File: src/rtl/pll_rst_pkg.sv
// Shared types and helpers for the PLL reset sequencer.
// Optional feature macro used by the sequencer: PLL_LOSS_CNT_EN.
package pll_rst_pkg;

    localparam int SEQ_STATE_W = 3;

    typedef enum logic [SEQ_STATE_W-1:0] {
        ST_RST    = 3'd0,
        ST_WAIT   = 3'd1,
        ST_STABLE = 3'd2,
        ST_HOLD   = 3'd3,
        ST_RUN    = 3'd4
    } seq_state_t;

    // Counter width large enough to hold the larger terminal count, never below one bit.
    function automatic int seq_cnt_width(input int stable_cycles, input int hold_cycles);
        int max_cycles;
        int w;
        max_cycles = (stable_cycles > hold_cycles) ? stable_cycles : hold_cycles;
        w = $clog2(max_cycles);
        return (w < 1) ? 1 : w;
    endfunction

endpackage

File: src/rtl/pll_reset_seq_sync_ff.sv
// Generic N-flop single-bit synchronizer with asynchronous active-low clear.
module sync_ff #(
    parameter int STAGES = 2
) (
    input  logic clk,
    input  logic rst_n,
    input  logic d,
    output logic q
);

    logic [STAGES-1:0] sync_d;
    logic [STAGES-1:0] sync_q;

    // Shift the asynchronous input one stage deeper each edge.
    always_comb begin
        sync_d = {sync_q[STAGES-2:0], d};
    end

    // Synchronizer flop chain.
    always_ff @(posedge clk or negedge rst_n) begin
        if (!rst_n) begin
            sync_q <= {STAGES{1'b0}};
        end else begin
            sync_q <= sync_d;
        end
    end

    assign q = sync_q[STAGES-1];

endmodule

File: src/rtl/pll_reset_seq.sv
// Reset sequencer: holds the AES core in reset until PLL lock has been stable, re-asserts on lock loss.
// Optional lock-loss event counter enabled by defining PLL_LOSS_CNT_EN.
module pll_reset_seq
    import pll_rst_pkg::*;
#(
    parameter int SYNC_STAGES        = 2,
    parameter int LOCK_STABLE_CYCLES = 1024,
    parameter int RESET_HOLD_CYCLES  = 16,
    parameter int LOSS_CNT_W         = 8
) (
    input  logic                   clock_in,
    input  logic                   resetb,
    input  logic                   locked,
    output logic                   core_resetb,
    output logic                   ready,
    output logic [SEQ_STATE_W-1:0] seq_state
`ifdef PLL_LOSS_CNT_EN
    ,
    output logic [LOSS_CNT_W-1:0]  lock_loss_cnt
`endif
);

    localparam int CNT_W = seq_cnt_width(LOCK_STABLE_CYCLES, RESET_HOLD_CYCLES);
    localparam logic [CNT_W-1:0] STABLE_LAST = CNT_W'(LOCK_STABLE_CYCLES - 1);
    localparam logic [CNT_W-1:0] HOLD_LAST   = CNT_W'(RESET_HOLD_CYCLES - 1);

    logic             lock_s;
    seq_state_t       state_d;
    seq_state_t       state_q;
    logic [CNT_W-1:0] cnt_d;
    logic [CNT_W-1:0] cnt_q;
    logic             core_rb_d;
    logic             core_rb_q;
    logic             ready_d;
    logic             ready_q;

    sync_ff #(
        .STAGES (SYNC_STAGES)
    ) u_lock_sync (
        .clk   (clock_in),
        .rst_n (resetb),
        .d     (locked),
        .q     (lock_s)
    );

    // Sequencer next-state and qualification counter; each terminal compare stops the count.
    always_comb begin
        state_d = state_q;
        cnt_d   = cnt_q;
        case (state_q)
            ST_RST: begin
                state_d = ST_WAIT;
                cnt_d   = {CNT_W{1'b0}};
            end
            ST_WAIT: begin
                if (lock_s) begin
                    state_d = ST_STABLE;
                    cnt_d   = {CNT_W{1'b0}};
                end else begin
                    state_d = ST_WAIT;
                end
            end
            ST_STABLE: begin
                if (!lock_s) begin
                    state_d = ST_WAIT;
                    cnt_d   = {CNT_W{1'b0}};
                end else if (cnt_q == STABLE_LAST) begin
                    state_d = ST_HOLD;
                    cnt_d   = {CNT_W{1'b0}};
                end else begin
                    cnt_d   = cnt_q + CNT_W'(1);
                end
            end
            ST_HOLD: begin
                if (!lock_s) begin
                    state_d = ST_WAIT;
                    cnt_d   = {CNT_W{1'b0}};
                end else if (cnt_q == HOLD_LAST) begin
                    state_d = ST_RUN;
                    cnt_d   = {CNT_W{1'b0}};
                end else begin
                    cnt_d   = cnt_q + CNT_W'(1);
                end
            end
            ST_RUN: begin
                if (!lock_s) begin
                    state_d = ST_WAIT;
                end else begin
                    state_d = ST_RUN;
                end
            end
            default: begin
                state_d = ST_RST;
                cnt_d   = {CNT_W{1'b0}};
            end
        endcase
    end

    // Outputs follow the next state so release coincides with entering RUN.
    always_comb begin
        core_rb_d = (state_d == ST_RUN);
        ready_d   = (state_d == ST_RUN);
    end

    // State, counter and output registers; resetb asserts the core reset immediately.
    always_ff @(posedge clock_in or negedge resetb) begin
        if (!resetb) begin
            state_q   <= ST_RST;
            cnt_q     <= {CNT_W{1'b0}};
            core_rb_q <= 1'b0;
            ready_q   <= 1'b0;
        end else begin
            state_q   <= state_d;
            cnt_q     <= cnt_d;
            core_rb_q <= core_rb_d;
            ready_q   <= ready_d;
        end
    end

    assign core_resetb = core_rb_q;
    assign ready       = ready_q;
    assign seq_state   = state_q;

`ifdef PLL_LOSS_CNT_EN
    logic [LOSS_CNT_W-1:0] loss_d;
    logic [LOSS_CNT_W-1:0] loss_q;

    // Count RUN->WAIT exits caused by lock loss, saturating at all-ones.
    always_comb begin
        loss_d = loss_q;
        if ((state_q == ST_RUN) && !lock_s && (loss_q != {LOSS_CNT_W{1'b1}})) begin
            loss_d = loss_q + LOSS_CNT_W'(1);
        end else begin
            loss_d = loss_q;
        end
    end

    // Lock-loss counter register, cleared only by resetb.
    always_ff @(posedge clock_in or negedge resetb) begin
        if (!resetb) begin
            loss_q <= {LOSS_CNT_W{1'b0}};
        end else begin
            loss_q <= loss_d;
        end
    end

    assign lock_loss_cnt = loss_q;
`endif

endmodule

File: config.mk
export PLATFORM = sky130hd
export DESIGN_NAME = pll_reset_seq
export DESIGN_NICKNAME = d
export VERILOG_FILES = /design/src/rtl/pll_rst_pkg.sv /design/src/rtl/pll_reset_seq_sync_ff.sv /design/src/rtl/pll_reset_seq.sv
export SDC_FILE = /design/constraint.sdc
export NUM_CORES = 1
export LEC_CHECK = 0
export CAP_MARGIN = 10
export CELL_PAD_IN_SITES_DETAIL_PLACEMENT = 0
export CELL_PAD_IN_SITES_GLOBAL_PLACEMENT = 1
export CORE_MARGIN = 1
export CORE_UTILIZATION = 41
export CTS_BUF_LIST = sky130_fd_sc_hd__clkbuf_8
export CTS_CLUSTER_DIAMETER = 100
export DETAILED_ROUTE_END_ITERATION = 16
export HOLD_SLACK_MARGIN = 0.02
export PLACE_DENSITY = 0.77
export RECOVER_POWER = 100
export SLEW_MARGIN = 10
export SYNTH_ARGS = -nofsm -noshare
export SYNTH_HDL_FRONTEND = slang
export SYNTH_SLANG_ARGS = --single-unit
File: constraint.sdc
create_clock -name clock_in -period 1.82 [get_ports clock_in]
set_clock_uncertainty 0.2 [all_clocks]
set_input_delay 0.364 -clock clock_in [delete_from_list [all_inputs] [get_ports clock_in]]
set_output_delay 0.364 -clock clock_in [all_outputs]
set_load 0.01 [all_outputs]
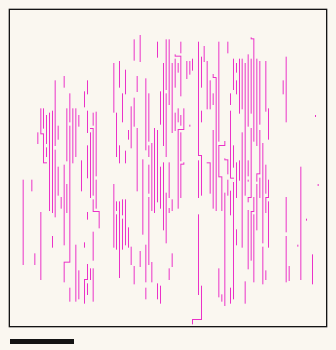
**Above:** run 1 (M2 wires).
Scale bar: 10 um.
wire length on this layer: 1160 um
nets with wire on the layer: 118
longest straight run: 21.4 um
main direction: vertical
final wirelength: 2.34 mm
met2 Usage GRT: 31.1%
Via Count: 896

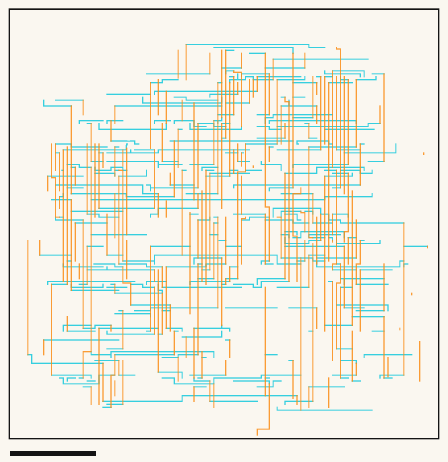
**Above:** run 1 (routed metal, one color a layer).
Scale bar: 10 um. Two of the layers only.
| color | layer | wire length |
|---|---|---|
| cyan | metal 1 | 1100 um |
| orange | metal 2 | 1160 um |

==> results.ini, run 1 <==
[sta]
timing.fmax_mhz = 555
whs_ns = 0.155
setup_viol = 0
finalHoldViolCount = 0
slew_viol_final = 0
setup_slack_ns = 0.0173
fin_crit_sh_pct = 99.0
setup_tns_ns = 0
fin_crit_ns = 1.80
rsz0062_at_grt = yes
tightest_slew_ns = 0.907

[synthesis]
ys_cells = 98
ys_types = 43
yosysSeqAreaShare_pct = 42.8
top_area_share_pct = 42.8
mux_share_pct = 0
top_area_cell = dfrtp_1
edf_count = 0
ys_sh_simple_pct = 28.0
mappedNetlistNets = 102
synth_cells = 98
async_reset_ff_share_pct = 100
top_cells_by_area = dfrtp_1 43%, nand2_1 4.8%, a22o_1 3.7%, nor2b_1 3.3%, o21ai_0 2.7%
syn_area_um2 = 935
ys.flops = 16
top_cells_by_count = 16 x dfrtp_1, 12 x nand2_1, 5 x nor2b_1, 5 x o21ai_0
fa_ha_area_share_pct = 1.34

[worst_setup_path]
start_kind = flop
reg2reg_depth = 6
crit_type = flop to flop
critPathLaunch = seq_state[2]
worstReg2RegStart = seq_state[2]
critPathTopFamily = AND-OR/OR-AND gates
r2r-end = cnt_q[3]
cp-endpoint = cnt_q[3]
slowest_stage = dfrtp_1
rrSetupSlack_ns = 0.02
cp.arrival_ns = 1.74
path_cells = buf_6 > or3b_4 > a21oi_4 > buf_12 > o21ai_1 > a22o_1
endpoint_kind = flop
cp_max_fo = 8
slowest_delay_ns = 0.40

[placement]
dp_slack_ns = 0.0159
routabilityCongestion = 0.784
dp_hpwl_mm = 1.48
dpl_cell_area_um2 = 1140

[drt]
ant_nets = 0
wire_per_inst_um = 15.1
drt_iter0_markers = 10
vias_per_cell = 5.78
dr.pass1.iters = 6

[clocking]
cts.htree.levels = 1
clock_latency_ns = 0.25
clk_path_buf_depth = 2
cts_made_buffers = 3
cts_sinks = 16
cts-hold-fix-buffers = 0
clkTransAtPathRegs_ns = 0.06
cts_tree = done
cts_setup_buffers = 1

[hold_path]
min_to = u_lock_sync.sync_q[1]
min-delay-start = u_lock_sync.sync_q[0]
hp-class = flop to flop
hold_depth = 0

[global_route]
antenna_found_initial = 0
grt_max_degree = 17
overflow = 0
grt_pass1_vias = 795
grt_use_total_pct = 19.4
grt_pass1_wl_mm = 3.62

[run_status]
status = finished, final reports clean

[cells_and_area]
largest_register = cnt_q
final_common_cell = buf_4
final_layout_size_suffix_gt1_share_pct = 43.0
seq_area_um2 = 405
largest_reg_flops = 10
final_area_um2 = 1410
post-route-util_pct = 68.8
lay_top_cells = 21 x buf_4, 12 x nand2_1, 12 x dfrtp_1, 5 x nor2b_1
antenna_cells = 0
mi_logic_area_um2 = 636
fillers = 167
stdcell_count = 155
fin_nets = 133

[floorplan]
floorplan.core_util_pct = 45.8
dieArea_um2 = 2470
rows = 16
io_pins = 8

[job]
max-cap-violations = 0

[power_and_ir_drop]
totalPowerFinal_mw = 0.839
cellLeakagePower_nw = 0.571

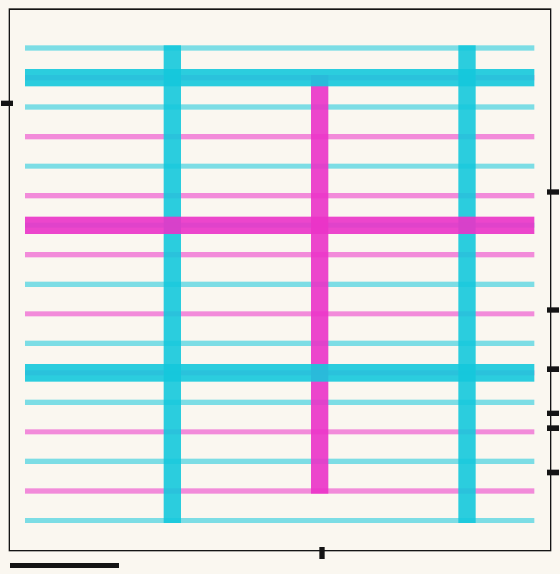
**Above:** run 1 (supply network).
Scale bar: 10 um. Pins as bars on the die edge.
| color | net |
|---|---|
| magenta | VDD |
| cyan | VSS |
met4 straps: 3
met1 rails: 17
Worst VDD drop: 0.000366 V
die height: 49.7 um
core area: 2040 um2
DIE WIDTH: 49.7 um

## run 1: layer usage
layer | up-vias | track usage, % | wire length, um | part of all wire [%]
li1 | 437 | - | - | -
met1 | 439 | 25.7 | 1100 | 47
met2 | 16 | 31.1 | 1160 | 49
met3 | 4 | 2.78 | 53 | 2.3
met4 | 0 | 8.57 | 29 | 1.2
met5 | - | 0 | 0 | 0
## run 1: layout make-up
cell class | instances | area share, %
repair buffers | 32 | 19.3
inverters | 1 | 0.267
multi-input cells | 75 | 45.2
well taps | 27 | 2.40
flip-flops and latches | 16 | 28.9
clock buffers | 4 | 3.92
## run 1: power breakdown
| part | leakage, nW | internal, mW | switching (mW) |
|---|---|---|---|
| clock | 0.0288 | 0.192 | 0.127 |
| combinational | 0.335 | 0.0708 | 0.0700 |
| sequential | 0.207 | 0.368 | 0.0115 |
## Run 2: what changed since run 1
--- a/config.mk
+++ b/config.mk
@@ -8,6 +8,7 @@
 export CAP_MARGIN = 10
 export CELL_PAD_IN_SITES_DETAIL_PLACEMENT = 0
 export CELL_PAD_IN_SITES_GLOBAL_PLACEMENT = 1
+export CORE_ASPECT_RATIO = 1.5
 export CORE_MARGIN = 1
 export CORE_UTILIZATION = 41
 export CTS_BUF_LIST = sky130_fd_sc_hd__clkbuf_8
@@ -16,6 +17,7 @@
 export HOLD_SLACK_MARGIN = 0.02
 export PLACE_DENSITY = 0.77
 export RECOVER_POWER = 100
+export SETUP_SLACK_MARGIN = 0.02
 export SLEW_MARGIN = 10
 export SYNTH_ARGS = -nofsm -noshare
 export SYNTH_HDL_FRONTEND = slang
==> results.ini, run 2 <==
[floorplan]
io_pins = 8  ; unchanged
rows = 20  ; was 16
coreArea_um2 = 2080  ; was 2040 um2
die-height_um = 60.5  ; was 49.7 um

[sta]
slew_viol_final = 0  ; unchanged
rsz0062_at_grt = yes  ; unchanged
whs_ns = 0.151  ; was 0.155 ns
fin_crit_ns = 1.82  ; was 1.80 ns
timing.fmax_mhz = 550  ; was 555 MHz
finalHoldViolCount = 0  ; unchanged
setup_viol = 0  ; unchanged
fin_crit_sh_pct = 99.8  ; was 99.0%
setup_tns_ns = 0  ; unchanged

[clocking]
clock_latency_ns = 0.25  ; about the same
cts.htree.levels = 1  ; unchanged
clkTransAtPathRegs_ns = 0.07  ; was 0.06 ns
clk_path_buf_depth = 2  ; unchanged

[cells_and_area]
post-route-util_pct = 64.8  ; was 68.8%
final_area_um2 = 1350  ; was 1410 um2
final_common_cell = buf_4  ; unchanged
fillers = 166  ; was 167
final_layout_size_suffix_gt1_share_pct = 40.6  ; was 43.0%
seq_area_um2 = 405  ; unchanged
stdcell_count = 150  ; was 155
largest_reg_flops = 10  ; unchanged

[global_route]
overflow = 0  ; unchanged
grt_pass1_wl_mm = 3.57  ; was 3.62 mm
grt_pass1_vias = 826  ; was 795
grt_use_total_pct = 21.3  ; was 19.4%

[worst_setup_path]
r2r-end = cnt_q[7]  ; was cnt_q[3]
cp_max_fo = 5  ; was 8
reg2reg_depth = 6  ; unchanged
critPathTopFamily = AND-OR/OR-AND gates  ; unchanged
worstReg2RegStart = cnt_q[0]  ; was seq_state[2]
endpoint_kind = flop  ; unchanged
start_kind = flop  ; unchanged
cp-endpoint = cnt_q[7]  ; was cnt_q[3]
slowest_stage = a311oi_4  ; was dfrtp_1

[placement]
dp_slack_ns = -0.00468  ; was 0.0159 ns
dpl_cell_area_um2 = 1150  ; was 1140 um2
dp_hpwl_mm = 1.63  ; was 1.48 mm

[power_and_ir_drop]
p_seq_mw = 0.375  ; was 0.379 mW
totalPowerFinal_mw = 0.819  ; was 0.839 mW
p_sw_share_pct = 24.6  ; was 24.9%
netSwitchingPower_mw = 0.201  ; was 0.209 mW
power.share.clock_pct = 39.2  ; was 38.0%
power_frac_seq_pct = 45.8  ; was 45.2%
p_clk_mw = 0.321  ; was 0.319 mW
ir_drop_v = 0.000344  ; was 0.000366 V

[hold_path]
min-delay-start = u_lock_sync.sync_q[0]  ; unchanged
hold_depth = 0  ; unchanged
min_to = u_lock_sync.sync_q[1]  ; unchanged
hp-class = flop to flop  ; unchanged

[synthesis]
top_area_cell = dfrtp_1  ; unchanged
ys_cells = 98  ; unchanged
top_cells_by_area = dfrtp_1 43%, nand2_1 4.8%, a22o_1 3.7%, nor2b_1 3.3%, o21ai_0 2.7%  ; unchanged
top_area_share_pct = 42.8  ; unchanged
ys.flops = 16  ; unchanged
top_cells_by_count = 16 x dfrtp_1, 12 x nand2_1, 5 x nor2b_1, 5 x o21ai_0  ; unchanged
mappedNetlistNets = 102  ; unchanged
fa_ha_area_share_pct = 1.34  ; unchanged
async_reset_ff_share_pct = 100  ; unchanged
ys_sh_simple_pct = 28.0  ; unchanged
synth_cells = 98  ; unchanged

[drt]
vias = 901  ; was 896
wire_per_inst_um = 16.3  ; was 15.1 um
drt_wl_total_mm = 2.45  ; was 2.34 mm
ant_nets = 0  ; unchanged
dr.pass1.iters = 4  ; was 6

[run_status]
status = finished, final reports clean  ; unchanged

[job]
max-cap-violations = 0  ; unchanged

[run 2: routing by layer]
metal	up-vias	global-route usage (%)	routed length, um
li1	439	-	-
met1	439	24.8	1030
met2	18	36.2	1320
met3	5	3.30	46
met4	0	10.0	45
met5	-	0	0
[run 2: cell families after synthesis]
| logic type | Yosys count |
|---|---|
| AOI/OAI and AO/OA | 29 |
| adders and majority gates | 1 |
| buffers and inverters | 7 |
| DFF | 16 |
| and+or+nand+nor | 45 |
[run 2: repair_timing]
action                     CTS  global route
cloned                       0             0
gates resized                4            22
hold buffers                 0             0
setup endpoints to repair    5            10
buffers inserted             1             5
pin swaps                    0            11
[run 2: final cells by class]
cell class	count	area share [%]
multi-input combinational	75	44.5
sequential	16	30.1
timing repair buffer	32	19.0
clock buffer	4	4.09
tap	22	2.05
inverter	1	0.279
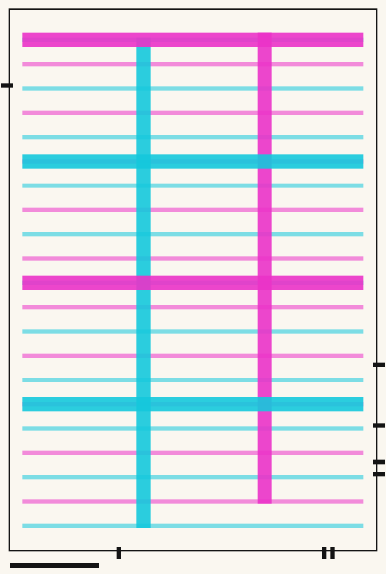
**Above:** run 2 (supply network).
Scale bar: 10 um. Pins as bars on the die edge.
| color | net |
|---|---|
| cyan | VSS |
| magenta | VDD |
met1 rails: 21
rows: 20
signal pins: 8

Power figures rest on the tool's default switching activity, not on a simulated workload.
